<file path="src/rtl/exe_pkg.sv">
// rtl/exe_pkg.sv - shared EXE-stage encodings and types
// Purpose: branch funct3 encodings, branch-resolve FSM state type and the
//          default datapath width, shared by the EXE-stage modules.
// Ports:   none (package)
package exe_pkg;

    localparam int XLEN_DEFAULT = 32;

    localparam logic [2:0] F3_BEQ  = 3'b000;
    localparam logic [2:0] F3_BNE  = 3'b001;
    localparam logic [2:0] F3_BLT  = 3'b100;
    localparam logic [2:0] F3_BGE  = 3'b101;
    localparam logic [2:0] F3_BLTU = 3'b110;
    localparam logic [2:0] F3_BGEU = 3'b111;

    typedef enum logic {
        RUN    = 1'b0,
        SQUASH = 1'b1
    } state_t;

endpackage

</file>
<file path="src/rtl/ex_branch_resolve_stage_if.sv">
// rtl/ex_branch_resolve_stage_if.sv - EX input / EX-MEM output bus of the branch resolve stage
// Purpose: bundles the EX instruction beat, adder result/flags, flush, the
//          EX/MEM entry with its handshake, and the front-end redirect.
// Ports:   master = environment (drives the EX beat, flush, out_ready)
//          slave  = ex_branch_resolve_stage (drives in_ready, out_*, redirect_*)
interface ex_branch_resolve_stage_if #(
    parameter int XLEN = 32
);
    logic            in_valid;
    logic            in_ready;
    logic [XLEN-1:0] in_pc;
    logic [XLEN-1:0] in_imm;
    logic [2:0]      in_funct3;
    logic            in_is_branch;
    logic            in_is_jal;
    logic            in_is_jalr;
    logic [4:0]      in_rd;
    logic            in_reg_write;
    logic            in_mem_read;
    logic            in_mem_write;
    logic [XLEN-1:0] in_store_data;
    logic [XLEN-1:0] alu_sum;
    logic            flag_n;
    logic            flag_z;
    logic            flag_c;
    logic            flag_v;
    logic            flush;

    logic            out_valid;
    logic            out_ready;
    logic [XLEN-1:0] out_result;
    logic [XLEN-1:0] out_store_data;
    logic [4:0]      out_rd;
    logic            out_reg_write;
    logic            out_mem_read;
    logic            out_mem_write;
    logic [2:0]      out_funct3;
    logic            out_misalign;

    logic            redirect_valid;
    logic [XLEN-1:0] redirect_pc;

    modport master (
        output in_valid, in_pc, in_imm, in_funct3, in_is_branch, in_is_jal,
               in_is_jalr, in_rd, in_reg_write, in_mem_read, in_mem_write,
               in_store_data, alu_sum, flag_n, flag_z, flag_c, flag_v, flush,
               out_ready,
        input  in_ready, out_valid, out_result, out_store_data, out_rd,
               out_reg_write, out_mem_read, out_mem_write, out_funct3,
               out_misalign, redirect_valid, redirect_pc
    );

    modport slave (
        input  in_valid, in_pc, in_imm, in_funct3, in_is_branch, in_is_jal,
               in_is_jalr, in_rd, in_reg_write, in_mem_read, in_mem_write,
               in_store_data, alu_sum, flag_n, flag_z, flag_c, flag_v, flush,
               out_ready,
        output in_ready, out_valid, out_result, out_store_data, out_rd,
               out_reg_write, out_mem_read, out_mem_write, out_funct3,
               out_misalign, redirect_valid, redirect_pc
    );

endinterface

</file>
<file path="src/rtl/branch_cond.sv">
// rtl/branch_cond.sv - conditional branch evaluation from adder flags
// Purpose: decides whether a conditional branch is taken from the flags of
//          rs1-rs2 (C=1 means no borrow, i.e. rs1>=rs2 unsigned).
// Ports:   funct3 in 3, flag_n/z/c/v in 1 each, taken out 1
module branch_cond
    import exe_pkg::*;
(
    input  logic [2:0] funct3,
    input  logic       flag_n,
    input  logic       flag_z,
    input  logic       flag_c,
    input  logic       flag_v,
    output logic       taken
);

    always_comb begin
        taken = 1'b0;
        case (funct3)
            F3_BEQ:  taken = flag_z;
            F3_BNE:  taken = !flag_z;
            F3_BLT:  taken = flag_n ^ flag_v;
            F3_BGE:  taken = !(flag_n ^ flag_v);
            F3_BLTU: taken = !flag_c;
            F3_BGEU: taken = flag_c;
            default: taken = 1'b0;   // 010/011 are not branch encodings
        endcase
    end

endmodule

</file>
<file path="src/rtl/ex_branch_resolve_stage.sv">
// rtl/ex_branch_resolve_stage.sv - EXE branch resolution, redirect and EX/MEM register
// Purpose: resolves branches/jumps from the adder result, emits one registered
//          redirect per taken aligned transfer, discards SQUASH_CYCLES accepted
//          wrong-path beats afterwards, and holds the EX/MEM entry.
// Ports:   clk, rst (sync active-high), bus (ex_branch_resolve_stage_if.slave)
module ex_branch_resolve_stage
    import exe_pkg::*;
#(
    parameter int XLEN          = XLEN_DEFAULT,
    parameter int SQUASH_CYCLES = 2
) (
    input  logic                          clk,
    input  logic                          rst,
    ex_branch_resolve_stage_if.slave      bus
);

    localparam logic [3:0] SQ_LOAD = 4'(SQUASH_CYCLES);

    state_t          state_q, state_d;
    logic [3:0]      cnt_q, cnt_d;

    logic            out_valid_q;
    logic [XLEN-1:0] out_result_q;
    logic [XLEN-1:0] out_store_data_q;
    logic [4:0]      out_rd_q;
    logic            out_reg_write_q;
    logic            out_mem_read_q;
    logic            out_mem_write_q;
    logic [2:0]      out_funct3_q;
    logic            out_misalign_q;
    logic            redirect_valid_q;
    logic [XLEN-1:0] redirect_pc_q;

    logic            ready;
    logic            accept;
    logic            cond;
    logic            taken;
    logic            is_jump;
    logic [XLEN-1:0] target;
    logic            misalign;
    logic            squashing;
    logic            write_now;
    logic            redirect_now;

    branch_cond u_branch_cond (
        .funct3 (bus.in_funct3),
        .flag_n (bus.flag_n),
        .flag_z (bus.flag_z),
        .flag_c (bus.flag_c),
        .flag_v (bus.flag_v),
        .taken  (cond)
    );

    // Ready depends only on the output slot, never on FSM state or flush.
    assign ready  = !out_valid_q || bus.out_ready;
    assign accept = bus.in_valid && ready;

    assign is_jump  = bus.in_is_jal || bus.in_is_jalr;
    assign taken    = (bus.in_is_branch && cond) || is_jump;
    assign target   = bus.in_is_jalr ? (bus.alu_sum & ~XLEN'(1))
                                     : (bus.in_pc + bus.in_imm);
    assign misalign = taken && (target[1:0] != 2'b00);

    assign squashing    = (state_q == SQUASH);
    assign write_now    = accept && !squashing;
    assign redirect_now = write_now && taken && !misalign;

    always_ff @(posedge clk) begin
        if (rst) begin
            state_q <= RUN;
            cnt_q   <= 4'd0;
        end else begin
            state_q <= state_d;
            cnt_q   <= cnt_d;
        end
    end

    always_comb begin
        state_d = state_q;
        cnt_d   = cnt_q;
        if (bus.flush) begin
            state_d = RUN;
            cnt_d   = 4'd0;
        end else if (accept) begin
            case (state_q)
                RUN: begin
                    if (redirect_now) begin
                        state_d = SQUASH;
                        cnt_d   = SQ_LOAD;
                    end
                end
                SQUASH: begin
                    // Only consumed beats count down the wrong-path window.
                    cnt_d = cnt_q - 4'd1;
                    if (cnt_q == 4'd1) begin
                        state_d = RUN;
                    end
                end
                default: begin
                    state_d = RUN;
                    cnt_d   = 4'd0;
                end
            endcase
        end
    end

    always_ff @(posedge clk) begin
        if (rst) begin
            out_valid_q      <= 1'b0;
            out_result_q     <= '0;
            out_store_data_q <= '0;
            out_rd_q         <= 5'd0;
            out_reg_write_q  <= 1'b0;
            out_mem_read_q   <= 1'b0;
            out_mem_write_q  <= 1'b0;
            out_funct3_q     <= 3'd0;
            out_misalign_q   <= 1'b0;
            redirect_valid_q <= 1'b0;
            redirect_pc_q    <= '0;
        end else if (bus.flush) begin
            // Entry payload is left as-is; only validity is killed.
            out_valid_q      <= 1'b0;
            redirect_valid_q <= 1'b0;
        end else begin
            redirect_valid_q <= redirect_now;
            if (redirect_now) begin
                redirect_pc_q <= target;
            end
            if (write_now) begin
                out_valid_q      <= 1'b1;
                out_result_q     <= is_jump ? (bus.in_pc + XLEN'(4)) : bus.alu_sum;
                out_store_data_q <= bus.in_store_data;
                out_rd_q         <= bus.in_rd;
                out_reg_write_q  <= bus.in_reg_write && !misalign;
                out_mem_read_q   <= bus.in_mem_read;
                out_mem_write_q  <= bus.in_mem_write;
                out_funct3_q     <= bus.in_funct3;
                out_misalign_q   <= misalign;
            end else if (bus.out_ready) begin
                // Covers both a drained entry and a squashed beat replacing it.
                out_valid_q <= 1'b0;
            end
        end
    end

    assign bus.in_ready       = ready;
    assign bus.out_valid      = out_valid_q;
    assign bus.out_result     = out_result_q;
    assign bus.out_store_data = out_store_data_q;
    assign bus.out_rd         = out_rd_q;
    assign bus.out_reg_write  = out_reg_write_q;
    assign bus.out_mem_read   = out_mem_read_q;
    assign bus.out_mem_write  = out_mem_write_q;
    assign bus.out_funct3     = out_funct3_q;
    assign bus.out_misalign   = out_misalign_q;
    assign bus.redirect_valid = redirect_valid_q;
    assign bus.redirect_pc    = redirect_pc_q;

endmodule

</file>
<file path="src/flat_wrapper.sv">
// flat-port wrapper written by rule: the top's interface ports become plain ports
module ex_branch_resolve_stage_flat import exe_pkg::*;
#(
    parameter int XLEN          = XLEN_DEFAULT,
    parameter int SQUASH_CYCLES = 2
)
  (clk, rst, bus_in_valid, bus_in_pc, bus_in_imm, bus_in_funct3, bus_in_is_branch, bus_in_is_jal, bus_in_is_jalr, bus_in_rd, bus_in_reg_write, bus_in_mem_read, bus_in_mem_write, bus_in_store_data, bus_alu_sum, bus_flag_n, bus_flag_z, bus_flag_c, bus_flag_v, bus_flush, bus_out_ready, bus_in_ready, bus_out_valid, bus_out_result, bus_out_store_data, bus_out_rd, bus_out_reg_write, bus_out_mem_read, bus_out_mem_write, bus_out_funct3, bus_out_misalign, bus_redirect_valid, bus_redirect_pc);
  ex_branch_resolve_stage_if #(.XLEN(XLEN)) bus_i ();
  input  logic clk;
  input  logic rst;
  input wire logic [$bits(bus_i.in_valid)-1:0] bus_in_valid;
  input wire logic [$bits(bus_i.in_pc)-1:0] bus_in_pc;
  input wire logic [$bits(bus_i.in_imm)-1:0] bus_in_imm;
  input wire logic [$bits(bus_i.in_funct3)-1:0] bus_in_funct3;
  input wire logic [$bits(bus_i.in_is_branch)-1:0] bus_in_is_branch;
  input wire logic [$bits(bus_i.in_is_jal)-1:0] bus_in_is_jal;
  input wire logic [$bits(bus_i.in_is_jalr)-1:0] bus_in_is_jalr;
  input wire logic [$bits(bus_i.in_rd)-1:0] bus_in_rd;
  input wire logic [$bits(bus_i.in_reg_write)-1:0] bus_in_reg_write;
  input wire logic [$bits(bus_i.in_mem_read)-1:0] bus_in_mem_read;
  input wire logic [$bits(bus_i.in_mem_write)-1:0] bus_in_mem_write;
  input wire logic [$bits(bus_i.in_store_data)-1:0] bus_in_store_data;
  input wire logic [$bits(bus_i.alu_sum)-1:0] bus_alu_sum;
  input wire logic [$bits(bus_i.flag_n)-1:0] bus_flag_n;
  input wire logic [$bits(bus_i.flag_z)-1:0] bus_flag_z;
  input wire logic [$bits(bus_i.flag_c)-1:0] bus_flag_c;
  input wire logic [$bits(bus_i.flag_v)-1:0] bus_flag_v;
  input wire logic [$bits(bus_i.flush)-1:0] bus_flush;
  input wire logic [$bits(bus_i.out_ready)-1:0] bus_out_ready;
  output wire logic [$bits(bus_i.in_ready)-1:0] bus_in_ready;
  output wire logic [$bits(bus_i.out_valid)-1:0] bus_out_valid;
  output wire logic [$bits(bus_i.out_result)-1:0] bus_out_result;
  output wire logic [$bits(bus_i.out_store_data)-1:0] bus_out_store_data;
  output wire logic [$bits(bus_i.out_rd)-1:0] bus_out_rd;
  output wire logic [$bits(bus_i.out_reg_write)-1:0] bus_out_reg_write;
  output wire logic [$bits(bus_i.out_mem_read)-1:0] bus_out_mem_read;
  output wire logic [$bits(bus_i.out_mem_write)-1:0] bus_out_mem_write;
  output wire logic [$bits(bus_i.out_funct3)-1:0] bus_out_funct3;
  output wire logic [$bits(bus_i.out_misalign)-1:0] bus_out_misalign;
  output wire logic [$bits(bus_i.redirect_valid)-1:0] bus_redirect_valid;
  output wire logic [$bits(bus_i.redirect_pc)-1:0] bus_redirect_pc;
  assign bus_i.in_valid = bus_in_valid;
  assign bus_i.in_pc = bus_in_pc;
  assign bus_i.in_imm = bus_in_imm;
  assign bus_i.in_funct3 = bus_in_funct3;
  assign bus_i.in_is_branch = bus_in_is_branch;
  assign bus_i.in_is_jal = bus_in_is_jal;
  assign bus_i.in_is_jalr = bus_in_is_jalr;
  assign bus_i.in_rd = bus_in_rd;
  assign bus_i.in_reg_write = bus_in_reg_write;
  assign bus_i.in_mem_read = bus_in_mem_read;
  assign bus_i.in_mem_write = bus_in_mem_write;
  assign bus_i.in_store_data = bus_in_store_data;
  assign bus_i.alu_sum = bus_alu_sum;
  assign bus_i.flag_n = bus_flag_n;
  assign bus_i.flag_z = bus_flag_z;
  assign bus_i.flag_c = bus_flag_c;
  assign bus_i.flag_v = bus_flag_v;
  assign bus_i.flush = bus_flush;
  assign bus_i.out_ready = bus_out_ready;
  assign bus_in_ready = bus_i.in_ready;
  assign bus_out_valid = bus_i.out_valid;
  assign bus_out_result = bus_i.out_result;
  assign bus_out_store_data = bus_i.out_store_data;
  assign bus_out_rd = bus_i.out_rd;
  assign bus_out_reg_write = bus_i.out_reg_write;
  assign bus_out_mem_read = bus_i.out_mem_read;
  assign bus_out_mem_write = bus_i.out_mem_write;
  assign bus_out_funct3 = bus_i.out_funct3;
  assign bus_out_misalign = bus_i.out_misalign;
  assign bus_redirect_valid = bus_i.redirect_valid;
  assign bus_redirect_pc = bus_i.redirect_pc;
  ex_branch_resolve_stage #(.XLEN(XLEN), .SQUASH_CYCLES(SQUASH_CYCLES)) u_core (.clk(clk), .rst(rst), .bus(bus_i));
endmodule
</file>
<file path="config.mk">
export PLATFORM = sky130hd
export DESIGN_NAME = ex_branch_resolve_stage_flat
export DESIGN_NICKNAME = d
export VERILOG_FILES = /design/src/rtl/exe_pkg.sv /design/src/rtl/ex_branch_resolve_stage_if.sv /design/src/rtl/branch_cond.sv /design/src/rtl/ex_branch_resolve_stage.sv /design/src/flat_wrapper.sv
export SDC_FILE = /design/constraint.sdc
export NUM_CORES = 1
export LEC_CHECK = 0
export CAP_MARGIN = 40
export CORE_MARGIN = 5
export CORE_UTILIZATION = 49
export CTS_BUF_LIST = sky130_fd_sc_hd__clkbuf_16
export DETAILED_ROUTE_END_ITERATION = 7
export PLACE_DENSITY = 0.88
export SLEW_MARGIN = 25
export SYNTH_ARGS = -nofsm -noshare
export SYNTH_HDL_FRONTEND = slang
export SYNTH_HIERARCHICAL = 1
export SYNTH_SLANG_ARGS = --single-unit
</file>
<file path="constraint.sdc">
create_clock -name clk -period 5.5 [get_ports clk]
set_clock_uncertainty 0.2 [all_clocks]
set_input_delay 1.1 -clock clk [delete_from_list [all_inputs] [get_ports clk]]
set_output_delay 1.1 -clock clk [all_outputs]
set_load 0.01 [all_outputs]
</file>
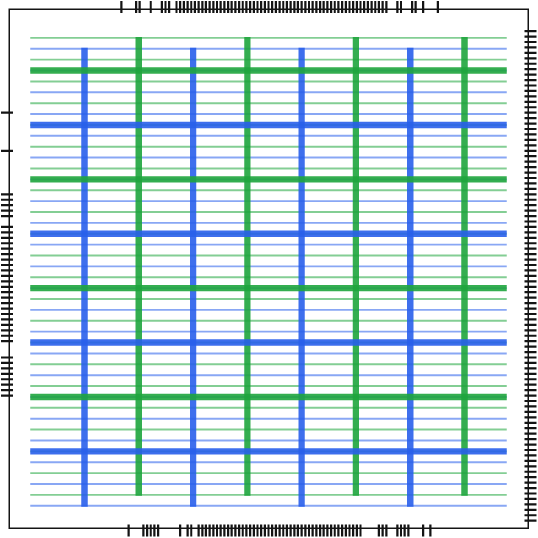
**Above:** run 1 (PDN straps and rails).
Drawn at 4 px/um. Pins as bars on the die edge.
- VDD: green
- VSS: blue
- rows: 43
- met4 straps: 8
Peak supply drop: 0.1905 mV
die height: 129.4 um
Die W: 129.4 um
Core ar.: 0.01393 mm^2

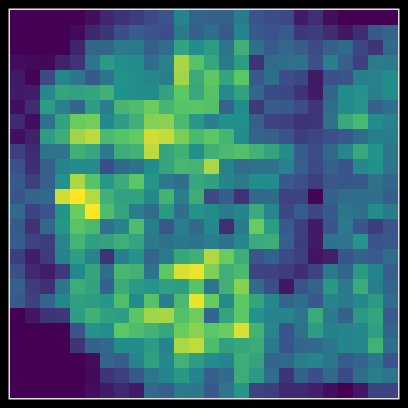
**Above:** run 1 (signal metal coverage by tile).
Drawn at 3 px/um. The die is cut into 26 by 26 equal tiles; dark purple is low, yellow is high, scaled to the fullest tile. Values are wire area over tile area, all layers added.
- tiles over half the peak: 30%
- fullest tile: 0.65
- mean over tiles: 0.25
- densest ninth of the die: bottom middle
- nearly empty tiles: 6.5%
wire length per cell: 18.70 um
via count: 7860
final WL: 25.24 mm
total track usage: 29.00%

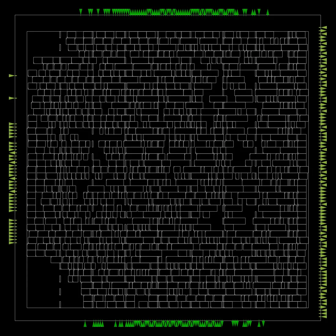
**Above:** run 1 (cell outlines without signal wires).
Fillers: 1120
row count: 43

## run 1: sequential cells by signal, indices dropped and copies added (netlist names)
register	cells
u_core/bus.out_funct3	3
u_core/bus.out_mem_read	1
u_core/bus.out_mem_write	1
u_core/bus.out_misalign	1
u_core/bus.out_rd	5
u_core/bus.out_reg_write	1
u_core/bus.out_result	32
u_core/bus.out_store_data	32
u_core/bus.out_valid	1
u_core/bus.redirect_pc	32
u_core/bus.redirect_valid	1
u_core/cnt_q	4
u_core/squashing	1
## run 1: Yosys cell counts (all sizes together) (15+ instances only)
cell and n:
o21ai 28, nand4 15, and3 19, clkbuf 47, a21oi 117, a21o 16, nor2 77, xor2 29
dfxtp 115, nand3 31, a31oi 15, xnor2 22, inv 16, nand2 166, ha 34, a211oi 31
==> impl_metrics.py, run 1 <==
# Physical implementation metrics
metrics = {
    "status": {
        "status": "complete, no violations",
    },
    "worst_setup_path": {
        "startpoint": "bus_in_pc[0]",
        "crit_family": "simple AND/OR/NAND/NOR gates",
        "path_cells": "clkdlybuf4s50_1, ha_1, inv_1, fa_1, or3b_1, a21oi_1, and2_1, o21ai_0, a221oi_1",
        "cp_num_cells": 9,
        "slowest_stage": "and2_1",
        "critPathMaxStageDelay_ns": 0.72,
        "cp.required_ns": 5.59,
        "r2r-end": "u_core/bus.redirect_pc[25]",
        "crit_type": "in2reg",
        "worst_r2r_path_depth": 5,
        "r2r_setup_slack_ns": 2.81,
        "crit_path_start_kind": "input port",
        "r2r-start": "u_core/squashing",
        "worstPathArrival_ns": 4.40,
    },
    "floorplanning": {
        "io_pins": 262,
        "tapCellCount": 180,
        "chipArea_mm2": 0.01674,
    },
    "pwr": {
        "power-top-group": "clock",
        "seqPwrFrac_pct": 36.2,
        "power.internal_mw": 1.778,
        "p_clk_share_pct": 38.1,
        "switchingPower_mw": 0.7035,
        "p_seq_mw": 0.898,
        "swShare_pct": 28.34,
        "total_power_mw": 2.482,
        "powerDensity_mw_per_mm2": 243.4,
        "clk-power_mw": 0.945,
        "combPwrFrac_pct": 25.7,
        "power_leakage_nw": 3.888,
    },
    "final_layout": {
        "comb_area_mm2": 0.004388,
        "fin_cells": 1350,
        "nMultiInputCombCells": 734,
        "inverters": 16,
        "regArea_mm2": 0.002302,
        "drive_gt1_share_pct": 4.113,
        "n_antenna_cell": 3,
        "largest_class": "multi-input combinational cells",
        "flop-count": 115,
        "sh_comb_area_pct": 43.04,
        "seq_area_share_pct": 22.58,
        "clkbuf_count": 17,
        "area_growth_pct": 46.00,
        "buf_share_pct": 26.53,
        "fin_nets": 1342,
        "final_cell_mix": "clkdlybuf4s50_1, nand2_1, a21oi_1",
        "final_util_pct": 73.16,
    },
    "worst_hold_path": {
        "min_to": "u_core/bus.out_funct3[2]",
        "hp-class": "reg2reg",
        "hold_depth": 2,
        "worstHoldStart": "u_core/bus.out_funct3[2]",
    },
    "synth": {
        "adder_share_pct": 6.379,
        "synthAoiAreaFrac_pct": 25.30,
        "xor_share_pct": 6.397,
        "synthCells": 924,
        "ys_cells": 924,
        "synth_nets": 1110,
        "ys_area_mm2": 0.006983,
        "synth_area_mm2": 0.006983,
        "simple_gate_share_pct": 23.83,
        "ys_types": 69,
        "ys.flops": 115,
        "avgSynthCellArea_um2": 7.557,
        "edf_count": 0,
        "topCombFamilyByArea": "AND-OR/OR-AND gates",
        "async_flop_share_pct": 0,
        "mux_area_share_pct": 0.8780,
        "yosysTopAreaCell": "dfxtp_1",
        "synth_warnings": 6,
    },
    "placement": {
        "globalplace.congestion": 0.9743,
        "hpwl_mm": 19.47,
        "numPortBuffers": 261,
        "dp.cells": 1316,
        "dpl_cell_area_mm2": 0.009661,
        "dp_slack_ns": 0.8561,
    },
    "cts": {
        "cts_root_buffer": "clkbuf_16",
        "cts_tree": "built",
        "htreeDepth": 4,
        "cts_resized": 0,
        "clockBufferDepth": 2,
        "holdBufCountCts": 0,
        "cts_sinks": 115,
    },
    "sta": {
        "setup_viol": 0,
        "hold_ws_ns": 0.2515,
        "rsz0062_at_grt": "false",
        "layout_min_cycle_time_ns": 4.304,
        "tightestPinTransition_ns": 0.8400,
        "finalClockPeriodUsage_pct": 78.25,
        "setup_ws_ns": 1.196,
        "hold_viol_final": 0,
        "maxSlewHeadroom_pct": 44.00,
        "slew_viol_final": 0,
    },
    "detailed_routing": {
        "viasPerCell": 5.822,
        "ant_nets": 0,
        "met1Wirelength_mm": 10.05,
        "first_pass_iters": 5,
        "highest_layer": "met4",
        "wl_met2_mm": 11.80,
        "met3_length_mm": 2.397,
    },
    "grt": {
        "use_met1_pct": 37.21,
        "grt_pass1_wl_mm": 38.25,
        "gr-usage-met3_pct": 5.812,
        "grt_max_degree": 82,
        "antenna_found_initial": 2,
        "overflow": 0,
        "grt.busiest_layer": "met2",
        "globalRouteMet2Util_pct": 46.92,
        "first_global_vias": 7447,
    },
    "job": {
        "maxCapViolCount": 0,
        "warnings": 27,
    },
}
**Run 1: drive-strength map**

Drawn at 2 px/um.
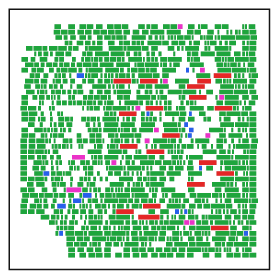

==> run 1 -> run 2 <==
CORE_UTILIZATION = 41   (was 49)
PLACE_DENSITY = 0.78   (was 0.88)
clock period = 3.6 ns   (was 5.5 ns; I/O delays follow)
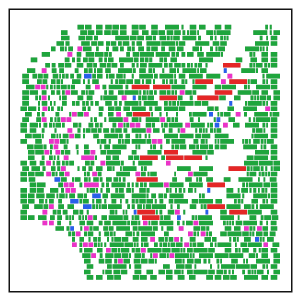
**Above:** run 2 (drive-strength map).
Drawn at 2 px/um.
- x3 and x4: magenta (cells 85; share 6.9%; most used buf_4)
- x1 and smaller: green (cells 1117; share 90%; most used clkdlybuf4s50_1)
- x6 and larger: red (cells 20; share 1.6%; most used clkbuf_16)
- x2: blue (cells 17; share 1.4%; most used clkinv_2)
final setup margin: 0.2230 ns
Area growth syn-to-layout: 54.78%
nonclk buf count: 342
post-route cell area: 0.01081 mm^2

==> run 2 against run 1 <==
  * Setup slack got worse by 0.97 ns
  * Critical path type unchanged
  * Non-clock buffer count is 70 higher
  * Final cell count increased by 8.1%
  * Sequential cell count did not move
  * Critical endpoint is now u_core/bus.redirect_pc[27]
  * Clock-buffer cell count stayed put
  * Clock power is 64% higher
==> impl_metrics.py, run 2 <==
# Physical implementation metrics
metrics = {
    "status": {
        "status": "complete, no violations",
    },
    "job": {
        "warnings": 27,
        "maxCapViolCount": 0,
    },
    "synth": {
        "ys_cells": 924,
        "async_flop_share_pct": 0,
        "ys_seq_share_pct": 32.97,
        "topCombFamilyByArea": "AND-OR/OR-AND gates",
        "edf_count": 0,
        "adder_share_pct": 6.379,
        "ys_area_mm2": 0.006983,
        "ff_type": "dfxtp_1",
        "top_cell": "nand2_1",
        "mux_area_share_pct": 0.8780,
        "synthTopCellsByCount": "nand2_1, a21oi_1, dfxtp_1",
        "top_cell_area_share_pct": 32.97,
        "ys.flops": 115,
        "synthAoiAreaFrac_pct": 25.30,
        "synth_area_mm2": 0.006983,
        "synthCells": 924,
        "yosysTopAreaCell": "dfxtp_1",
        "simple_gate_share_pct": 23.83,
        "avgSynthCellArea_um2": 7.557,
        "ys_types": 69,
        "xor_share_pct": 6.397,
        "synthTopCellsByArea": "dfxtp_1, nand2_1, a21oi_1",
        "synth_warnings": 6,
        "synth_nets": 1110,
    },
    "grt": {
        "globalRouteMet2Util_pct": 41.48,
        "grt.busiest_layer": "met2",
        "antenna_found_initial": 1,
        "first_global_vias": 7510,
        "overflow": 0,
        "grt_pass1_wl_mm": 40.18,
        "grt_max_degree": 55,
        "use_met1_pct": 33.17,
        "gr-usage-met3_pct": 4.363,
    },
    "sta": {
        "hold_viol_final": 0,
        "tightestPinTransition_ns": 0.5583,
        "rsz0062_at_grt": "false",
        "fmax_ghz": 0.2961,
        "maxSlewHeadroom_pct": 62.78,
        "layout_min_cycle_time_ns": 3.377,
        "slew_viol_final": 0,
        "setup_tns_ns": 0,
        "setup_viol": 0,
        "finalClockPeriodUsage_pct": 93.80,
        "hold_ws_ns": 0.2492,
    },
    "final_layout": {
        "sh_comb_area_pct": 40.60,
        "largest_class": "multi-input combinational cells",
        "fin_nets": 1412,
        "inverters": 16,
        "n_antenna_cell": 1,
        "drive_gt1_share_pct": 9.847,
        "flop-count": 115,
        "comb_area_mm2": 0.004388,
        "fill_cells": 1465,
        "lay_top_count": "clkdlybuf4s50_1",
        "final_util_pct": 64.94,
        "clockNetworkAreaShare_pct": 5.082,
        "clkbuf_count": 17,
        "nMultiInputCombCells": 734,
        "fin_cells": 1460,
        "final_cell_mix": "clkdlybuf4s50_1, nand2_1, a21oi_1",
        "seq_area_share_pct": 21.30,
        "regArea_mm2": 0.002302,
        "buf_share_pct": 29.89,
    },
    "cts": {
        "clkTransAtPathRegs_ns": 0.05,
        "cts_buffers": 17,
        "cts_tree": "built",
        "cts_setup_buffers": 0,
        "clkLatencyLatePin_ns": 0.40,
        "cts_root_buffer": "clkbuf_16",
        "cts_sinks": 115,
        "holdBufCountCts": 0,
        "clockBufferDepth": 2,
        "cts_resized": 0,
        "htreeDepth": 4,
    },
    "pwr": {
        "seqPwrFrac_pct": 34.5,
        "combPwrFrac_pct": 26.5,
        "power-top-group": "clock",
        "swShare_pct": 28.02,
        "ir_worst_vdd_mv": 0.3331,
        "pg_comb_mw": 1.05,
        "power_leakage_nw": 4.228,
        "total_power_mw": 3.976,
        "switchingPower_mw": 1.114,
        "clk-power_mw": 1.55,
        "p_seq_mw": 1.37,
        "p_clk_share_pct": 39.0,
        "powerDensity_mw_per_mm2": 367.9,
        "power.internal_mw": 2.862,
    },
    "worst_setup_path": {
        "critical_path_buf_inv_count": 5,
        "crit_family": "buffers and inverters",
        "worst-path-max-fanout": 6,
        "slowest_stage": "or4_1",
        "crit_path_start_kind": "input port",
        "critPathMaxStageDelay_ns": 0.56,
        "worstPathArrival_ns": 3.48,
        "crit_path_end_kind": "flop",
        "crit_type": "in2reg",
        "path_cells": "clkdlybuf4s50_1, and4b_1, or4_1, a211oi_1, a21oi_1, buf_4, nand2_1, buf_4, nor2_1, buf_4, buf_4, a221oi_1",
        "cp.required_ns": 3.71,
    },
    "placement": {
        "dp.cells": 1427,
        "globalplace.congestion": 0.9291,
        "hpwl_mm": 20.68,
        "dp_slack_ns": -0.1596,
        "dpl_cell_area_mm2": 0.01026,
        "numPortBuffers": 261,
    },
    "detailed_routing": {
        "wl_met2_mm": 12.27,
        "drc": 0,
        "viasPerCell": 5.482,
        "first_pass_iters": 4,
        "drt_iter0_drc": 589,
        "met1Wirelength_mm": 11.16,
        "ant_nets": 0,
        "met3_length_mm": 1.916,
        "highest_layer": "met4",
    },
    "floorplanning": {
        "die_width_um": 140.5,
        "tapCellCount": 220,
        "io_pins": 262,
        "dieHeight_um": 140.5,
        "num_rows": 47,
        "chipArea_mm2": 0.01974,
        "coreArea_mm2": 0.01664,
    },
    "worst_hold_path": {
        "hp-class": "reg2reg",
    },
}
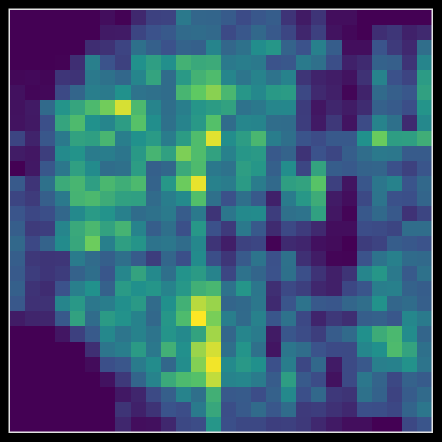
**Above:** run 2 (signal metal coverage by tile).
Drawn at 3 px/um. The die is cut into 28 by 28 equal tiles; dark purple is low, yellow is high, scaled to the fullest tile. Values are wire area over tile area, all layers added.
- fullest tile: 0.68
- mean over tiles: 0.22
- nearly empty tiles: 10%
- tiles over half the peak: 19%
- emptiest ninth of the die: bottom left
final WL: 26.03 mm
via count: 8003
total track usage: 25.01%
wire length per cell: 17.83 um

[run 2: cell counts after synthesis]
No cell type changed its count.
[run 2: worst reg2reg max path, stage by stage, from the launching register on]
cell      delay [ns]
dfxtp_1         0.32
nand2b_1        0.18
and2_0          0.36
nand2_2         0.18
buf_4           0.29
a211oi_1        0.36
a21oi_1         0.08
nor2_1          0.09
[run 2: final timing paths]
check / slack [ns] / cells after the start / endpoint / startpoint
hold / removal: 0.25 / 2 / u_core/bus.out_store_data[2] / u_core/bus.out_store_data[2]
hold reg to reg: 0.25 / 2 / u_core/bus.out_store_data[2] / u_core/bus.out_store_data[2]
setup reg to reg: 1.48 / 7 / u_core/bus.out_result[8] / u_core/bus.out_valid
setup / recovery: 0.22 / 12 / u_core/bus.redirect_pc[27] / bus_in_funct3[0]
==> run 2 -> run 3 <==
SKIP_CTS_REPAIR_TIMING = 1   (was not set)
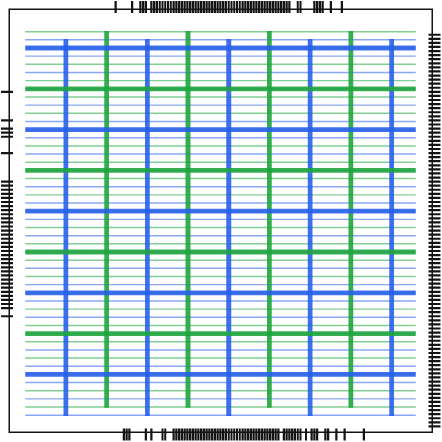
**Above:** run 3 (PDN straps and rails).
Drawn at 3 px/um. Pins as bars on the die edge.
- VSS: blue
- VDD: green
- rows: 47
- met4 straps: 9
- met1 rails: 48
- signal pins: 262
Core ar.: 0.01664 mm^2
die height: 140.5 um

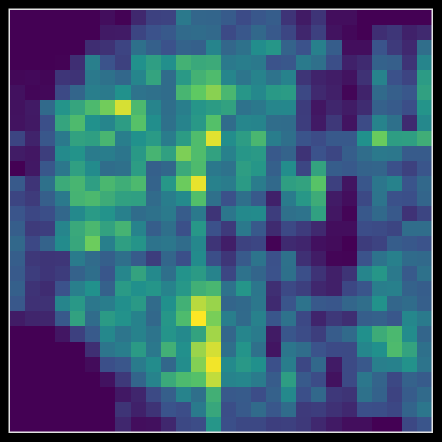
**Above:** run 3 (signal metal coverage by tile).
Drawn at 3 px/um. The die is cut into 28 by 28 equal tiles; dark purple is low, yellow is high, scaled to the fullest tile. Values are wire area over tile area, all layers added.
- mean over tiles: 0.22
- nearly empty tiles: 10%
- tiles over half the peak: 19%
- emptiest ninth of the die: bottom left
- fullest tile: 0.68

==> run 3 against run 2 <==
  * Critical path depth stayed put
  * Sequential cell count stayed put
  * Sequential share of layout area stayed put
  * Utilization stayed put
  * Setup slack stayed put
  * Hold slack stayed put
  * Sequential power hardly changed
  * Maximum frequency stayed put
  * Combinational power hardly changed
  * Clock-buffer cell count stayed put
  * Wire length stayed put
  * Largest cell class unchanged
==> impl_metrics.py, run 3 <==
# Physical implementation metrics
metrics = {
    "pwr": {
        "total_power_mw": 3.976,
        "power.internal_mw": 2.862,
        "clk-power_mw": 1.55,
        "p_seq_mw": 1.37,
        "powerDensity_mw_per_mm2": 367.9,
        "p_clk_share_pct": 39.0,
        "power-top-group": "clock",
    },
    "synth": {
        "synth_nets": 1110,
        "ff_type": "dfxtp_1",
        "ys_types": 69,
        "top_cell_area_share_pct": 32.97,
        "synthCells": 924,
        "synth_area_mm2": 0.006983,
        "synth_warnings": 6,
        "synthTopCellsByCount": "nand2_1, a21oi_1, dfxtp_1",
        "ys_cells": 924,
        "yosysTopAreaCell": "dfxtp_1",
        "async_flop_share_pct": 0,
        "ys_seq_share_pct": 32.97,
        "avgSynthCellArea_um2": 7.557,
    },
    "final_layout": {
        "sh_comb_area_pct": 40.60,
        "clkbuf_count": 17,
        "regArea_mm2": 0.002302,
        "design_area_mm2": 0.01081,
        "n_antenna_cell": 1,
        "clockNetworkAreaShare_pct": 5.082,
        "lay_top_count": "clkdlybuf4s50_1",
        "nMultiInputCombCells": 734,
        "final_util_pct": 64.94,
        "fill_cells": 1465,
        "final_cell_mix": "clkdlybuf4s50_1, nand2_1, a21oi_1",
        "largest_class": "multi-input combinational cells",
        "drive_gt1_share_pct": 9.847,
    },
    "worst_setup_path": {
        "r2r-end": "u_core/bus.out_result[8]",
        "crit_type": "in2reg",
        "crit_family": "buffers and inverters",
        "path_cells": "clkdlybuf4s50_1, and4b_1, or4_1, a211oi_1, a21oi_1, buf_4, nand2_1, buf_4, nor2_1, buf_4, buf_4, a221oi_1",
        "slowest_stage": "or4_1",
        "crit_end": "u_core/bus.redirect_pc[27]",
        "critPathMaxStageDelay_ns": 0.56,
        "cp_num_cells": 12,
        "crit_path_start_kind": "input port",
    },
    "grt": {
        "grt_pass1_wl_mm": 40.18,
        "first_global_vias": 7510,
        "use_met1_pct": 33.17,
        "gr-usage-met3_pct": 4.363,
        "antenna_found_initial": 1,
        "grt.busiest_layer": "met2",
        "overflow": 0,
    },
    "placement": {
        "dp.cells": 1427,
        "globalplace.congestion": 0.9291,
        "dp_slack_ns": -0.1596,
        "dpl_cell_area_mm2": 0.01026,
        "numPortBuffers": 261,
        "hpwl_mm": 20.68,
    },
    "worst_hold_path": {
        "worstHoldStart": "u_core/bus.out_store_data[2]",
        "hp-class": "reg2reg",
    },
    "cts": {
        "cts_tree": "built",
        "clkTransAtPathRegs_ns": 0.05,
        "clkLatencyLatePin_ns": 0.40,
        "cts_root_buffer": "clkbuf_16",
        "htreeDepth": 4,
    },
    "detailed_routing": {
        "drt_iter0_drc": 589,
        "drt_wl_total_mm": 26.03,
        "wl_per_cell_um": 17.83,
        "first_pass_iters": 4,
    },
    "floorplanning": {
        "io_pins": 262,
        "chipArea_mm2": 0.01974,
    },
    "sta": {
        "layout_min_cycle_time_ns": 3.377,
        "tightestPinTransition_ns": 0.5583,
        "hold_ws_ns": 0.2492,
        "setup_tns_ns": 0,
        "rsz0062_at_grt": "false",
        "setup_viol": 0,
        "slew_viol_final": 0,
        "hold_viol_final": 0,
    },
    "job": {
        "warnings": 27,
        "maxCapViolCount": 0,
    },
    "status": {
        "status": "complete, no violations",
    },
}
run 3: cell counts in the layout (fill, tap and decap cells not counted):
Identical to the previous run, type by type.
run 3: cells by family (layout without fill, tap and decap cells):
| kind of cell | after synthesis | after routing | synth area share [%] |
|---|---|---|---|
| fa+ha+maj | 35 | 35 | 6.379 |
| buf+inv | 75 | 390 | 4.247 |
| other cells | 0 | 1 | 0 |
| flops | 115 | 115 | 32.97 |
| xor+xnor | 51 | 51 | 6.397 |
| mux | 6 | 6 | 0.8780 |
| simple gates | 363 | 363 | 23.83 |
| compound gates | 279 | 279 | 25.30 |
run 3: routing by layer:
layer	vias up	share of wire [%]
li1	3910	-
met1	3719	43
met2	339	47
met3	35	7.4
met4	0	2.6
met5	-	0

==> gallery <==
A small window of the routed layout.
(a)
Window x 40 to 90, y 66 to 116 um. Cells in gray, sequential cells in the stronger gray; small squares are vias.
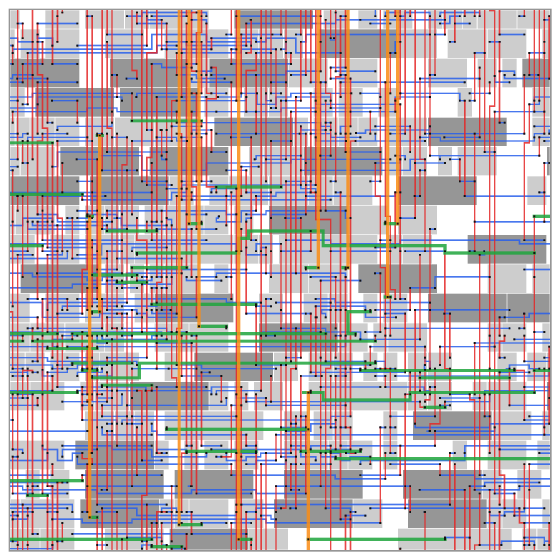
(b)
Window x 45 to 95, y 73 to 123 um. Cells in gray, sequential cells in the stronger gray; small squares are vias.
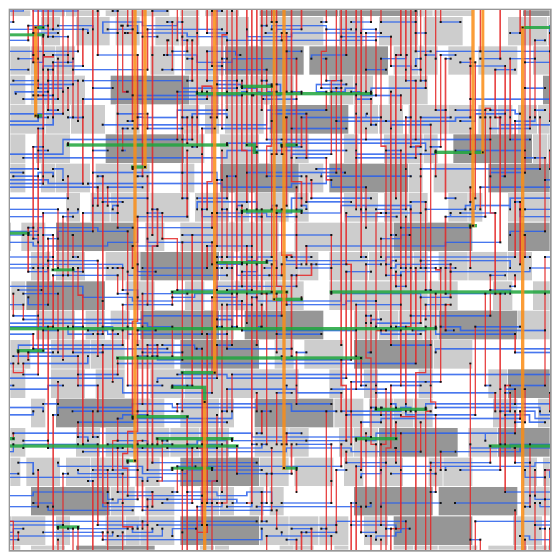
- (a) = run 1
- (b) = run 2

Key to (b):
- M4: orange
- M1: blue
- M3: green
- M2: red
- netlist names of flops here include: u_core/bus.redirect_pc (18), u_core/bus.out_result (9)
- cells with their middle in the window: 211
- sequential cells in the window: 30
- most frequent: dfxtp_1 (30), clkdlybuf4s50_1 (24), nand2_1 (23)

Power is estimated from default activity; no workload was simulated.
